File: src/rtl/common_types_pkg.sv
// Shared types for the RAM arbiter: bus word, arbiter state encoding and RAM request payload.
package common_types_pkg;

  localparam int unsigned WORD_W      = 32;
  localparam int unsigned CNT_W       = 4;
  localparam int unsigned DEFAULT_LAT = 2;

  typedef logic [WORD_W-1:0] word_t;

  typedef enum logic [1:0] {
    IDLE = 2'd0,
    IACC = 2'd1,
    DACC = 2'd2,
    DUMP = 2'd3
  } arb_state_t;

  typedef struct packed {
    logic  ren;
    logic  wen;
    word_t addr;
    word_t store;
  } ram_req_t;

  // Counter preload so that an access spends exactly lat cycles in its state.
  function automatic logic [CNT_W-1:0] lat_preload(input int unsigned lat);
    return CNT_W'(lat - 1);
  endfunction

endpackage

File: src/rtl/ram_arbiter.sv
// Single-port RAM arbiter between CPU instruction/data ports and a dump port.
// Round-robin on CPU ties; the request is latched at grant and held for LAT cycles.
module ram_arbiter
  import common_types_pkg::*;
#(
  parameter int unsigned LAT = DEFAULT_LAT
) (
  input  logic  CLK,
  input  logic  nRST,
  input  logic  iren,
  input  word_t iaddr,
  output logic  iwait,
  output word_t iload,
  input  logic  dren,
  input  logic  dwen,
  input  word_t daddr,
  input  word_t dstore,
  output logic  dwait,
  output word_t dload,
  input  logic  override_ctrl,
  input  logic  dump_ren,
  input  word_t dump_addr,
  output logic  dump_wait,
  output word_t dump_load,
  output logic  ram_ren,
  output logic  ram_wen,
  output word_t ram_addr,
  output word_t ram_store,
  input  word_t ram_load
);

  arb_state_t       state_q, state_d;
  logic [CNT_W-1:0] cnt_q, cnt_d;
  logic             last_data_q, last_data_d;
  ram_req_t         req_q, req_d;

  logic i_pend, d_pend;
  logic done, i_done, d_done, dump_done;

  assign i_pend = iren;
  assign d_pend = dren | dwen;

  always_ff @(posedge CLK or negedge nRST) begin
    if (!nRST) begin
      state_q     <= IDLE;
      cnt_q       <= '0;
      last_data_q <= 1'b0;
      req_q       <= '0;
    end else begin
      state_q     <= state_d;
      cnt_q       <= cnt_d;
      last_data_q <= last_data_d;
      req_q       <= req_d;
    end
  end

  // Grant from IDLE; access states count down and fall back to IDLE.
  always_comb begin
    state_d     = state_q;
    cnt_d       = cnt_q;
    last_data_d = last_data_q;
    req_d       = req_q;
    case (state_q)
      IDLE: begin
        req_d = '0;
        if (override_ctrl) begin
          if (dump_ren) begin
            state_d    = DUMP;
            cnt_d      = lat_preload(LAT);
            req_d.ren  = 1'b1;
            req_d.addr = dump_addr;
          end
        end else if (d_pend && (!i_pend || !last_data_q)) begin
          state_d     = DACC;
          cnt_d       = lat_preload(LAT);
          last_data_d = 1'b1;
          req_d.ren   = ~dwen;
          req_d.wen   = dwen;
          req_d.addr  = daddr;
          req_d.store = dstore;
        end else if (i_pend) begin
          state_d     = IACC;
          cnt_d       = lat_preload(LAT);
          last_data_d = 1'b0;
          req_d.ren   = 1'b1;
          req_d.addr  = iaddr;
        end
      end
      default: begin
        if (cnt_q == '0) begin
          state_d = IDLE;
          req_d   = '0;
        end else begin
          cnt_d = cnt_q - CNT_W'(1);
        end
      end
    endcase
  end

  assign done      = (state_q != IDLE) && (cnt_q == '0);
  assign i_done    = done && (state_q == IACC);
  assign d_done    = done && (state_q == DACC);
  assign dump_done = done && (state_q == DUMP);

  // Completion is combinational; data is dropped if the requester has gone away.
  assign iwait     = iren & ~i_done;
  assign dwait     = d_pend & ~d_done;
  assign dump_wait = dump_ren & ~dump_done;

  assign iload     = (i_done && iren) ? ram_load : '0;
  assign dload     = (d_done && dren && req_q.ren) ? ram_load : '0;
  assign dump_load = (dump_done && dump_ren) ? ram_load : '0;

  assign ram_ren   = req_q.ren;
  assign ram_wen   = req_q.wen;
  assign ram_addr  = req_q.addr;
  assign ram_store = req_q.store;

endmodule
File: config.mk
export PLATFORM = sky130hd
export DESIGN_NAME = ram_arbiter
export DESIGN_NICKNAME = d
export VERILOG_FILES = /design/src/rtl/common_types_pkg.sv /design/src/rtl/ram_arbiter.sv
export SDC_FILE = /design/constraint.sdc
export NUM_CORES = 1
export LEC_CHECK = 0
export CORE_AREA = 2 2 129 131
export DETAILED_ROUTE_END_ITERATION = 16
export DIE_AREA = 0 0 131 133
export PLACE_DENSITY = 0.65
export SLEW_MARGIN = 40
export SYNTH_ARGS = -nofsm -noshare
export SYNTH_HDL_FRONTEND = slang
export SYNTH_SLANG_ARGS = --single-unit
export TNS_END_PERCENT = 10
File: constraint.sdc
create_clock -name CLK -period 1.92 [get_ports CLK]
set_input_delay 0.192 -clock CLK [delete_from_list [all_inputs] [get_ports CLK]]
set_output_delay 0.192 -clock CLK [all_outputs]
set_load 0.01 [all_outputs]
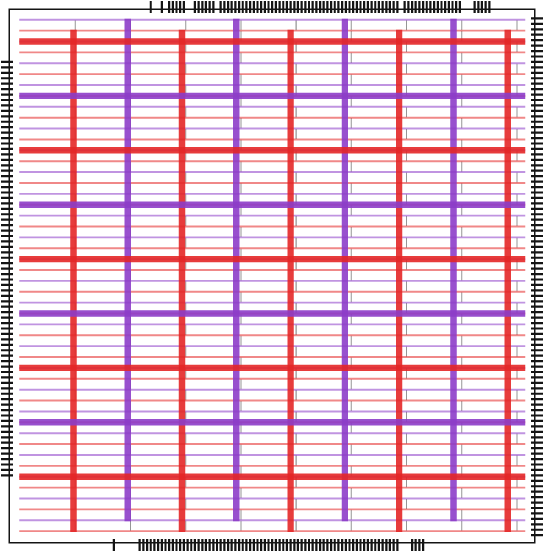
Figure 1: run 1, supply network.
Drawn at 4 px/µm. Pins as bars on the die edge. Tap cells in gray.
VSS -> red
VDD -> purple
rows = 47
met1 rails = 48
tap cells = 220
met4 straps = 9
Peak VDD IR: 0.440 mV
Die W: 131 µm
core region area: 16200 µm²
die span in y: 133 µm

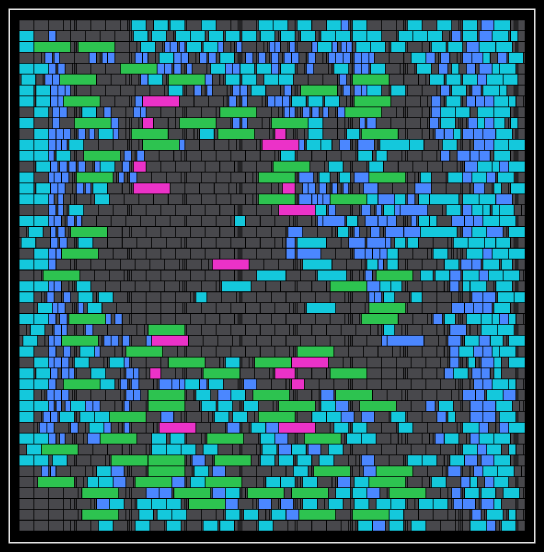
Figure 2: run 1, placement by cell class.
Drawn at 4 px/µm. Fill, decap, tap and diode cells in gray.
all other logic -> blue  # cells 375, share of their area 28%
clock drivers and dummy loads -> magenta  # cells 16, share of their area 3.5%
other buffers and delay cells -> cyan  # cells 382, share of their area 46%
flip-flops -> green  # cells 73, share of their area 22%
sequential share of cell area: 21.7%
post-layout util: 52.0%
row count: 47
design area: 8410 µm²

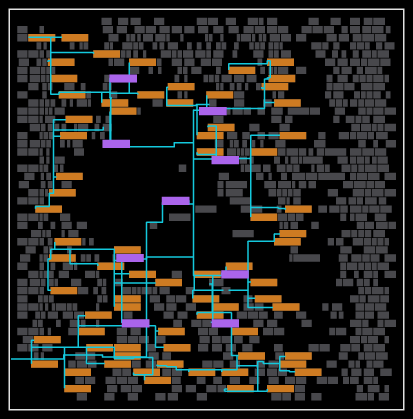
Figure 3: run 1, clock network drawn from the DEF.
Drawn at 3 px/µm.
flip-flops -> orange  # count 73
cells driving clock nets -> purple  # count 9
clock wires -> cyan  # length 1090 µm
routed clock nets = 10
clock share of power: 18.4%
clk latency late pin: 340 ps

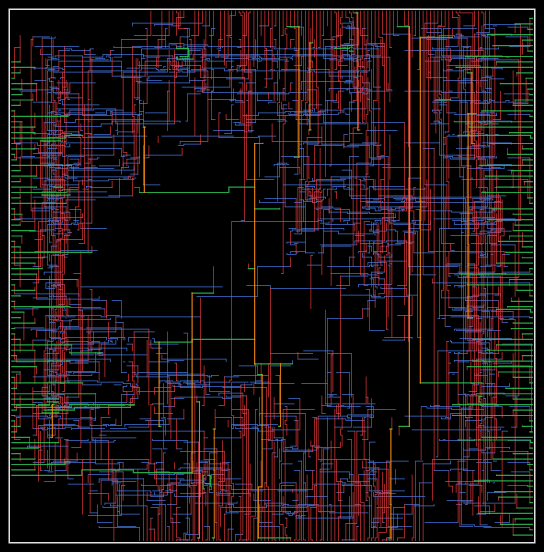
Figure 4: run 1, metal layers overlaid.
Drawn at 4 px/µm.
met1 -> blue  # wire length 6620 µm
met2 -> red  # wire length 10100 µm
met4 -> orange  # wire length 630 µm
met3 -> green  # wire length 1410 µm
routed wire length: 18700 µm
via count: 5085
Avg WL per Cell: 17.5 µm
GRT Overall Usage: 20.5%

==> impl_metrics.csv, run 1 <==
group,metric,value,unit
cells_and_area,inv_count,4,
outcome,violations,"negative setup slack",
pwr,p_per_area,1050,nW/µm²
synth,ys.flop_type,"dfrtp_1",
global_route,grt_pass1_wl,27600,µm
setup_path,critPathTopFamily,"simple AND/OR/NAND/NOR gates",
setup_path,path_common_cell,"buf_6",
setup_path,critPathMaxFanout,5,
setup_path,path_depth,9,
pwr,powerSeq,2640,µW
setup_path,reg2reg_from,"state_q[0]$_DFFE_PN0P_",
cells_and_area,flop_area,1830,µm²
outcome,outcome,"complete, but fails checks",
synth,largest_area_cell,"dfrtp_1",
global_route,use_met1,21.6,%
placement,placed_cells,1022,
timing,slew_headroom,69.5,%
cells_and_area,logic_gates,371,
timing,setup_slack,-629,ps
clock_network,post-cts-setup-buffers,17,
synth,synthMuxAreaShare,0,%
timing,setup_violations,98,
cells_and_area,drive_gt1_share,21.6,%
cells_and_area,nNetsFinal,1010,
setup_path,crit_path_cell_trace,"inv_2, ha_4, or3b_4, nor3b_4, buf_4, and3_4, buf_6, and2_4, buf_6",
pwr,p_switching,3230,µW
setup_path,slowest_delay,390,ps
clock_network,cts_max_level,3,
synth,yosysWarnings,0,
synth,ys_cells,487,
==> inputs of run 2 (changes only) <==
--- a/config.mk
+++ b/config.mk
@@ -9,7 +9,7 @@
 export DETAILED_ROUTE_END_ITERATION = 16
 export DIE_AREA = 0 0 131 133
 export PLACE_DENSITY = 0.65
-export SLEW_MARGIN = 40
+export SLEW_MARGIN = 20
 export SYNTH_ARGS = -nofsm -noshare
 export SYNTH_HDL_FRONTEND = slang
 export SYNTH_SLANG_ARGS = --single-unit
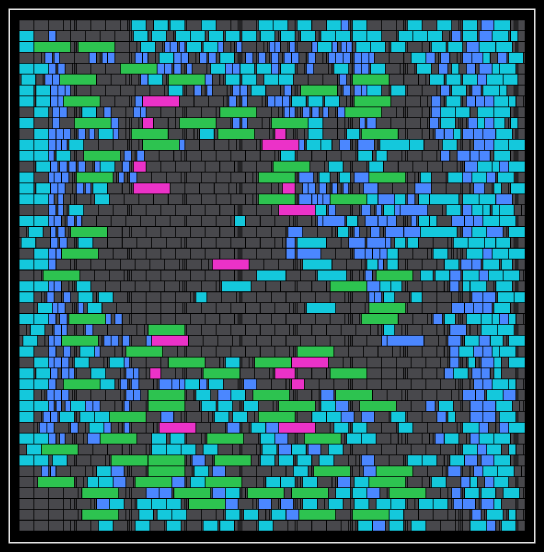
Figure 5: run 2, placement by cell class.
Drawn at 4 px/µm. Fill, decap, tap and diode cells in gray.
other buffers and delay cells -> cyan  # cells 382, share of their area 46%
clock drivers and dummy loads -> magenta  # cells 16, share of their area 3.5%
flip-flops -> green  # cells 73, share of their area 22%
all other logic -> blue  # cells 375, share of their area 28%

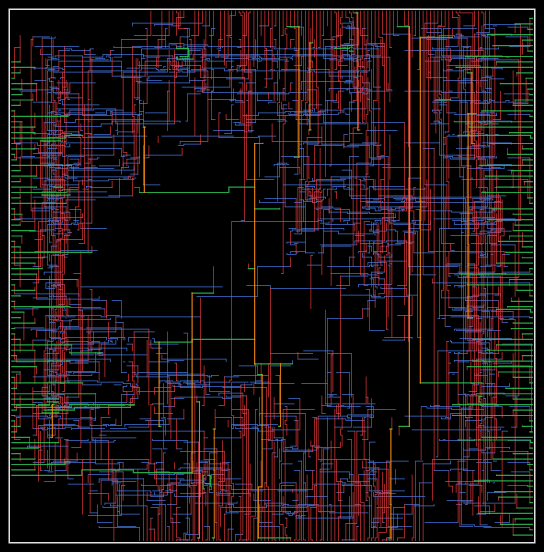
Figure 6: run 2, metal layers overlaid.
Drawn at 4 px/µm.
met4 -> orange  # wire length 630 µm
met1 -> blue  # wire length 6620 µm
met3 -> green  # wire length 1410 µm
met2 -> red  # wire length 10100 µm

==> run 2 against run 1 <==
The run still ends with negative setup slack left. Synthesized area did not move. Combinational power barely moved. Setup slack did not move. Die size did not move.
==> impl_metrics.csv, run 2 <==
group,metric,value,unit
outcome,outcome,"complete, but fails checks",
timing,setup_violations,98,
cells_and_area,inv_count,4,
cells_and_area,final_area,8410,µm²
synth,largest_area_cell,"dfrtp_1",
drt,wl_per_cell,17.5,µm
setup_path,crit_path_cell_trace,"inv_2, ha_4, or3b_4, nor3b_4, buf_4, and3_4, buf_6, and2_4, buf_6",
outcome,violations,"negative setup slack",
clock_network,post-cts-setup-buffers,17,
setup_path,reg2reg_from,"state_q[0]$_DFFE_PN0P_",
global_route,grt_pass1_wl,27600,µm
global_route,grt_usage,20.5,%
cells_and_area,logic_gates,371,
setup_path,path_depth,9,
pwr,clockPowerShare,18.4,%
placement,placed_cells,1022,
timing,setup_slack,-629,ps
floorplanning,rows,47,
synth,ys_cells,487,
pwr,p_per_area,1050,nW/µm²
Power and IR drop assume default switching activity.
